===== config.mk =====
export PLATFORM = sky130hd
export DESIGN_NAME = cpu_mem_bridge_flat
export DESIGN_NICKNAME = d
export VERILOG_FILES = /design/src/rtl/cpu_mem_bridge_if.sv /design/src/rtl/cpu_mem_bridge.sv /design/src/flat_wrapper.sv
export SDC_FILE = /design/constraint.sdc
export NUM_CORES = 1
export LEC_CHECK = 0
export CAP_MARGIN = 20
export CORE_MARGIN = 10
export CORE_UTILIZATION = 39
export DETAILED_ROUTE_END_ITERATION = 6
export PLACE_DENSITY = 0.87
export RECOVER_POWER = 100
export SLEW_MARGIN = 20
export SYNTH_ARGS = -nofsm -noshare
export SYNTH_HDL_FRONTEND = slang
export SYNTH_SLANG_ARGS = --single-unit

===== constraint.sdc =====
create_clock -name clk -period 1.75 [get_ports clk]
set_input_delay 0.4375 -clock clk [delete_from_list [all_inputs] [get_ports clk]]
set_output_delay 0.4375 -clock clk [all_outputs]
set_load 0.005 [all_outputs]

===== src/rtl/cpu_mem_bridge_if.sv =====
// CPU request port and wait-stated memory bus seen by cpu_mem_bridge.
// slave is the bridge's view; master is the CPU/memory environment's view.
`ifndef ENUM__CPU_WH_RDWR__READ
`define ENUM__CPU_WH_RDWR__READ 1'b0
`endif
`ifndef ENUM__CPU_WH_RDWR__WRITE
`define ENUM__CPU_WH_RDWR__WRITE 1'b1
`endif

interface cpu_mem_bridge_if #(
   parameter int ADDR_WIDTH = 16,
   parameter int DATA_WIDTH = 8
);
   logic                  cpu_req_rdwr;
   logic                  cpu_which_rdwr;
   logic [ADDR_WIDTH-1:0] cpu_addr;
   logic [DATA_WIDTH-1:0] cpu_data_out;
   logic [DATA_WIDTH-1:0] cpu_data_in;
   logic                  cpu_enable;
   logic                  mem_req;
   logic                  mem_we;
   logic [ADDR_WIDTH-1:0] mem_addr;
   logic [DATA_WIDTH-1:0] mem_wdata;
   logic [DATA_WIDTH-1:0] mem_rdata;
   logic                  mem_ack;
   logic                  bus_err;
   logic                  busy;

   modport slave (
      input  cpu_req_rdwr, cpu_which_rdwr, cpu_addr, cpu_data_out, mem_rdata, mem_ack,
      output cpu_data_in, cpu_enable, mem_req, mem_we, mem_addr, mem_wdata, bus_err, busy
   );

   modport master (
      output cpu_req_rdwr, cpu_which_rdwr, cpu_addr, cpu_data_out, mem_rdata, mem_ack,
      input  cpu_data_in, cpu_enable, mem_req, mem_we, mem_addr, mem_wdata, bus_err, busy
   );
endinterface


===== src/rtl/cpu_mem_bridge.sv =====
// Turns each CPU memory request into one req/ack memory transaction, stalling
// the CPU through cpu_enable and aborting with a sticky bus_err on timeout.
//
// state | meaning
// ------+----------------------------------------------------------
// IDLE  | waiting for cpu_req_rdwr; CPU enabled only if no request
// XFER  | mem_req held, counting cycles until mem_ack or timeout
// DONE  | one cycle with cpu_enable high so the CPU consumes data
`ifndef ENUM__CPU_WH_RDWR__READ
`define ENUM__CPU_WH_RDWR__READ 1'b0
`endif
`ifndef ENUM__CPU_WH_RDWR__WRITE
`define ENUM__CPU_WH_RDWR__WRITE 1'b1
`endif

module cpu_mem_bridge #(
   parameter int                    ADDR_WIDTH     = 16,
   parameter int                    DATA_WIDTH     = 8,
   parameter int                    TIMEOUT_CYCLES = 16,
   parameter logic [DATA_WIDTH-1:0] TIMEOUT_DATA   = 8'hFF
) (
   input  logic             clk,
   input  logic             rst,
   cpu_mem_bridge_if.slave  bus
);

   localparam int CNT_W = $clog2(TIMEOUT_CYCLES) + 1;
   localparam logic [CNT_W-1:0] CNT_LAST = CNT_W'(TIMEOUT_CYCLES - 1);

   typedef enum logic [1:0] {
      IDLE = 2'd0,
      XFER = 2'd1,
      DONE = 2'd2
   } state_t;

   state_t                state_q,    state_d;
   logic                  mem_req_q,  mem_req_d;
   logic                  mem_we_q,   mem_we_d;
   logic [ADDR_WIDTH-1:0] mem_addr_q, mem_addr_d;
   logic [DATA_WIDTH-1:0] mem_wdata_q, mem_wdata_d;
   logic [DATA_WIDTH-1:0] cpu_data_q, cpu_data_d;
   logic                  bus_err_q,  bus_err_d;
   logic [CNT_W-1:0]      cnt_q,      cnt_d;

   always_comb begin
      state_d     = state_q;
      mem_req_d   = mem_req_q;
      mem_we_d    = mem_we_q;
      mem_addr_d  = mem_addr_q;
      mem_wdata_d = mem_wdata_q;
      cpu_data_d  = cpu_data_q;
      bus_err_d   = bus_err_q;
      cnt_d       = cnt_q;
      case (state_q)
         IDLE: begin
            if (bus.cpu_req_rdwr) begin
               mem_addr_d  = bus.cpu_addr;
               mem_wdata_d = bus.cpu_data_out;
               mem_we_d    = (bus.cpu_which_rdwr == `ENUM__CPU_WH_RDWR__WRITE);
               mem_req_d   = 1'b1;
               cnt_d       = '0;
               state_d     = XFER;
            end
         end
         XFER: begin
            // ack on the final counted cycle still completes normally
            if (bus.mem_ack) begin
               mem_req_d = 1'b0;
               if (!mem_we_q) cpu_data_d = bus.mem_rdata;
               state_d = DONE;
            end else if (cnt_q == CNT_LAST) begin
               mem_req_d = 1'b0;
               bus_err_d = 1'b1;
               if (!mem_we_q) cpu_data_d = TIMEOUT_DATA;
               state_d = DONE;
            end else begin
               cnt_d = cnt_q + CNT_W'(1);
            end
         end
         DONE:    state_d = IDLE;
         default: state_d = IDLE;
      endcase
   end

   always_ff @(posedge clk or negedge rst) begin
      if (!rst) begin
         state_q     <= IDLE;
         mem_req_q   <= 1'b0;
         mem_we_q    <= 1'b0;
         mem_addr_q  <= '0;
         mem_wdata_q <= '0;
         cpu_data_q  <= '0;
         bus_err_q   <= 1'b0;
         cnt_q       <= '0;
      end else begin
         state_q     <= state_d;
         mem_req_q   <= mem_req_d;
         mem_we_q    <= mem_we_d;
         mem_addr_q  <= mem_addr_d;
         mem_wdata_q <= mem_wdata_d;
         cpu_data_q  <= cpu_data_d;
         bus_err_q   <= bus_err_d;
         cnt_q       <= cnt_d;
      end
   end

   // a new request stalls the CPU in the very cycle it first appears
   assign bus.cpu_enable  = rst && (((state_q == IDLE) && !bus.cpu_req_rdwr) || (state_q == DONE));
   assign bus.busy        = (state_q != IDLE);
   assign bus.mem_req     = mem_req_q;
   assign bus.mem_we      = mem_we_q;
   assign bus.mem_addr    = mem_addr_q;
   assign bus.mem_wdata   = mem_wdata_q;
   assign bus.cpu_data_in = cpu_data_q;
   assign bus.bus_err     = bus_err_q;

endmodule


===== src/flat_wrapper.sv =====
// flat-port wrapper written by rule: the top's interface ports become plain ports
module cpu_mem_bridge_flat 
#(
   parameter int                    ADDR_WIDTH     = 16,
   parameter int                    DATA_WIDTH     = 8,
   parameter int                    TIMEOUT_CYCLES = 16,
   parameter logic [DATA_WIDTH-1:0] TIMEOUT_DATA   = 8'hFF
)
  (clk, rst, bus_cpu_req_rdwr, bus_cpu_which_rdwr, bus_cpu_addr, bus_cpu_data_out, bus_mem_rdata, bus_mem_ack, bus_cpu_data_in, bus_cpu_enable, bus_mem_req, bus_mem_we, bus_mem_addr, bus_mem_wdata, bus_bus_err, bus_busy);
  cpu_mem_bridge_if #(.ADDR_WIDTH(ADDR_WIDTH), .DATA_WIDTH(DATA_WIDTH)) bus_i ();
  input  logic clk;
  input  logic rst;
  input wire logic [$bits(bus_i.cpu_req_rdwr)-1:0] bus_cpu_req_rdwr;
  input wire logic [$bits(bus_i.cpu_which_rdwr)-1:0] bus_cpu_which_rdwr;
  input wire logic [$bits(bus_i.cpu_addr)-1:0] bus_cpu_addr;
  input wire logic [$bits(bus_i.cpu_data_out)-1:0] bus_cpu_data_out;
  input wire logic [$bits(bus_i.mem_rdata)-1:0] bus_mem_rdata;
  input wire logic [$bits(bus_i.mem_ack)-1:0] bus_mem_ack;
  output wire logic [$bits(bus_i.cpu_data_in)-1:0] bus_cpu_data_in;
  output wire logic [$bits(bus_i.cpu_enable)-1:0] bus_cpu_enable;
  output wire logic [$bits(bus_i.mem_req)-1:0] bus_mem_req;
  output wire logic [$bits(bus_i.mem_we)-1:0] bus_mem_we;
  output wire logic [$bits(bus_i.mem_addr)-1:0] bus_mem_addr;
  output wire logic [$bits(bus_i.mem_wdata)-1:0] bus_mem_wdata;
  output wire logic [$bits(bus_i.bus_err)-1:0] bus_bus_err;
  output wire logic [$bits(bus_i.busy)-1:0] bus_busy;
  assign bus_i.cpu_req_rdwr = bus_cpu_req_rdwr;
  assign bus_i.cpu_which_rdwr = bus_cpu_which_rdwr;
  assign bus_i.cpu_addr = bus_cpu_addr;
  assign bus_i.cpu_data_out = bus_cpu_data_out;
  assign bus_i.mem_rdata = bus_mem_rdata;
  assign bus_i.mem_ack = bus_mem_ack;
  assign bus_cpu_data_in = bus_i.cpu_data_in;
  assign bus_cpu_enable = bus_i.cpu_enable;
  assign bus_mem_req = bus_i.mem_req;
  assign bus_mem_we = bus_i.mem_we;
  assign bus_mem_addr = bus_i.mem_addr;
  assign bus_mem_wdata = bus_i.mem_wdata;
  assign bus_bus_err = bus_i.bus_err;
  assign bus_busy = bus_i.busy;
  cpu_mem_bridge #(.ADDR_WIDTH(ADDR_WIDTH), .DATA_WIDTH(DATA_WIDTH), .TIMEOUT_CYCLES(TIMEOUT_CYCLES), .TIMEOUT_DATA(TIMEOUT_DATA)) u_core (.clk(clk), .rst(rst), .bus(bus_i));
endmodule

util_map.png
(3 px per µm) 9 x 9 tiles, from white (low) to dark blue (high), 0 to 100% covered.
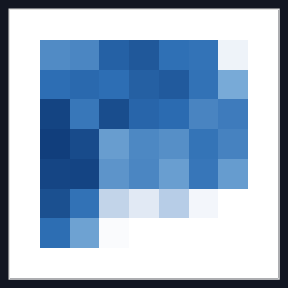
The mean over all tiles is 35%. The emptiest ninth of the die: bottom right. The densest ninth of the die: middle. 20% of the tiles are over 75% full.
Core Footprint: 4690 µm²
Init Core Util: 40.0%
end-of-flow core utilization: 61.7%

clock_wires.png
(6 px per µm)
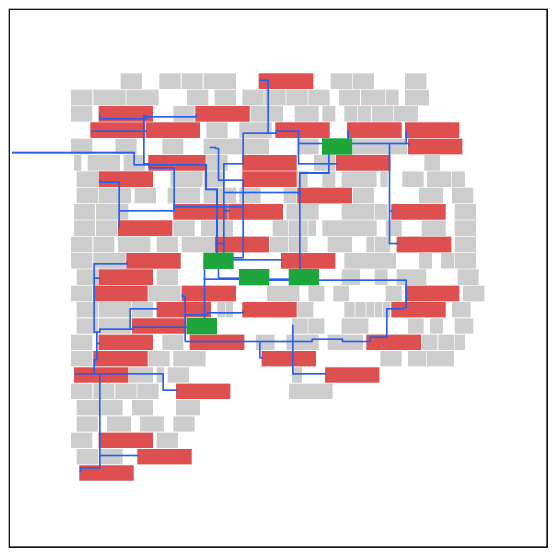
Key: blue = clock wires [length 546 µm]; green = clock-net drivers [count 5]; red = flip-flops [count 42]
There are 6 routed clock nets.
clock latency of the later-clocked register in the worst-skew pair: 0.29 ns
clock group share of total power: 21.9%

==> qor.txt <==
Result of the run: finished clean
Worst R2R Setup Slack: 0.04 ns
Crit Path Max Fanout: 4
First-pass GRT wire length: 7.28 mm
Share of the synthesized area in the top cell type: 56.0%
Number of instances in the synthesized netlist: 121
Reg power frac: 40.7%
Hold-fix buffers at CTS: 0
I/O pin count: 74
Number of library cell types mapped by synthesis: 26
Mean post-synth cell area: 15.5 µm²
Number of warnings the tools reported: 28
CP cell instances: ha_2 > and3_4 > ha_4 > nor4b_4 > nor2_2 > mux2_4
Layout cell share with drive strength beyond 1: 33.5%
Via count of the first global-routing pass: 1461
Final-layout fill cell count: 371
Pin count of the biggest net entering global routing: 43
Top pwr grp: sequential cells
Seq. cell area: 1050 µm²
Worst Path Arrival: 1.89 ns
Destination of the critical timing path: u_core.cnt_q[0]
Slowest CP cell: dfrtp_1
Yosys stat chip area: 1880 µm²
Most frequent logic cells in the routed design: clkdlybuf4s50_1 (69), dfrtp_1 (41), mux2_4 (22), mux2_2 (12), buf_4 (11)
Data required time of the critical path: 1.93 ns
Met3 wire length: 646 µm
GRT met1 Usage: 13.4%
Number of DRC markers in iteration 0: 45
Post-synthesis xor/xnor area fraction: 0.466%
Worst-case hold path end point: u_core.bus.bus_err
Tap cell count: 54
Combinational family with the most area after synthesis: multiplexers
Register fraction of the total cell area: 36.4%
P_int: 0.00260 W
Critical path launch point: u_core.cnt_q[1]
Period Utilization, post-route: 97.7%
Number of standard cells reported by yosys: 121
layers.png
(6 px per µm) Two of the layers only.
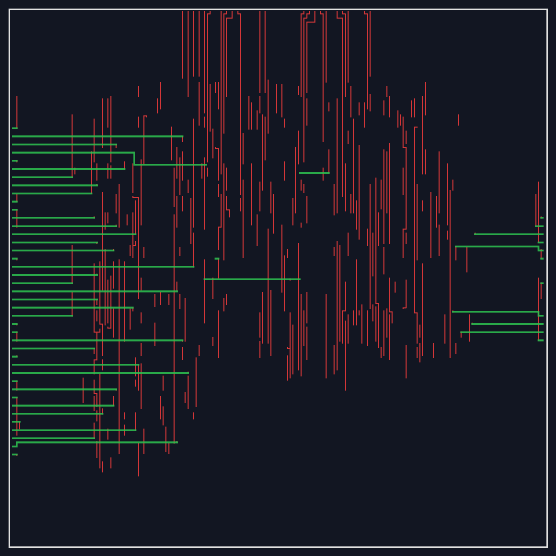
Key: green = M3 [wire length 646 µm]; red = M2 [wire length 2000 µm]
DR WL/cell: 17.5 µm
vias after detailed routing: 1297
routed wire length: 4.65 mm

floorplan.png
(6 px per µm) Pins as bars on the die edge.
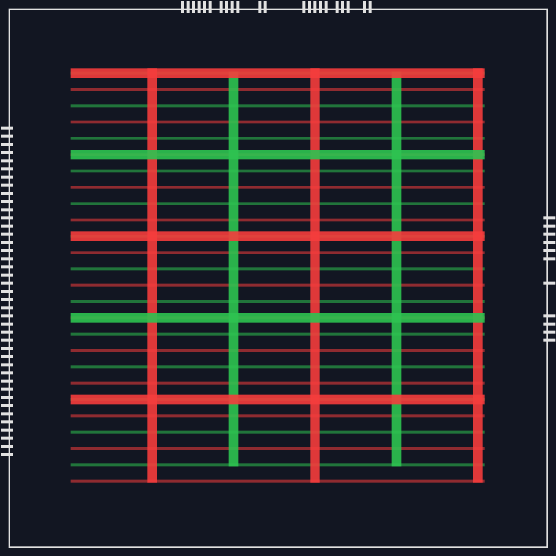
Key: red = VSS; green = VDD
The core has 25 rows. 26 met1 rails follow the rows.
floorplan die height: 89.4 µm
overall die width: 89.4 µm

Power and IR drop assume default switching activity.
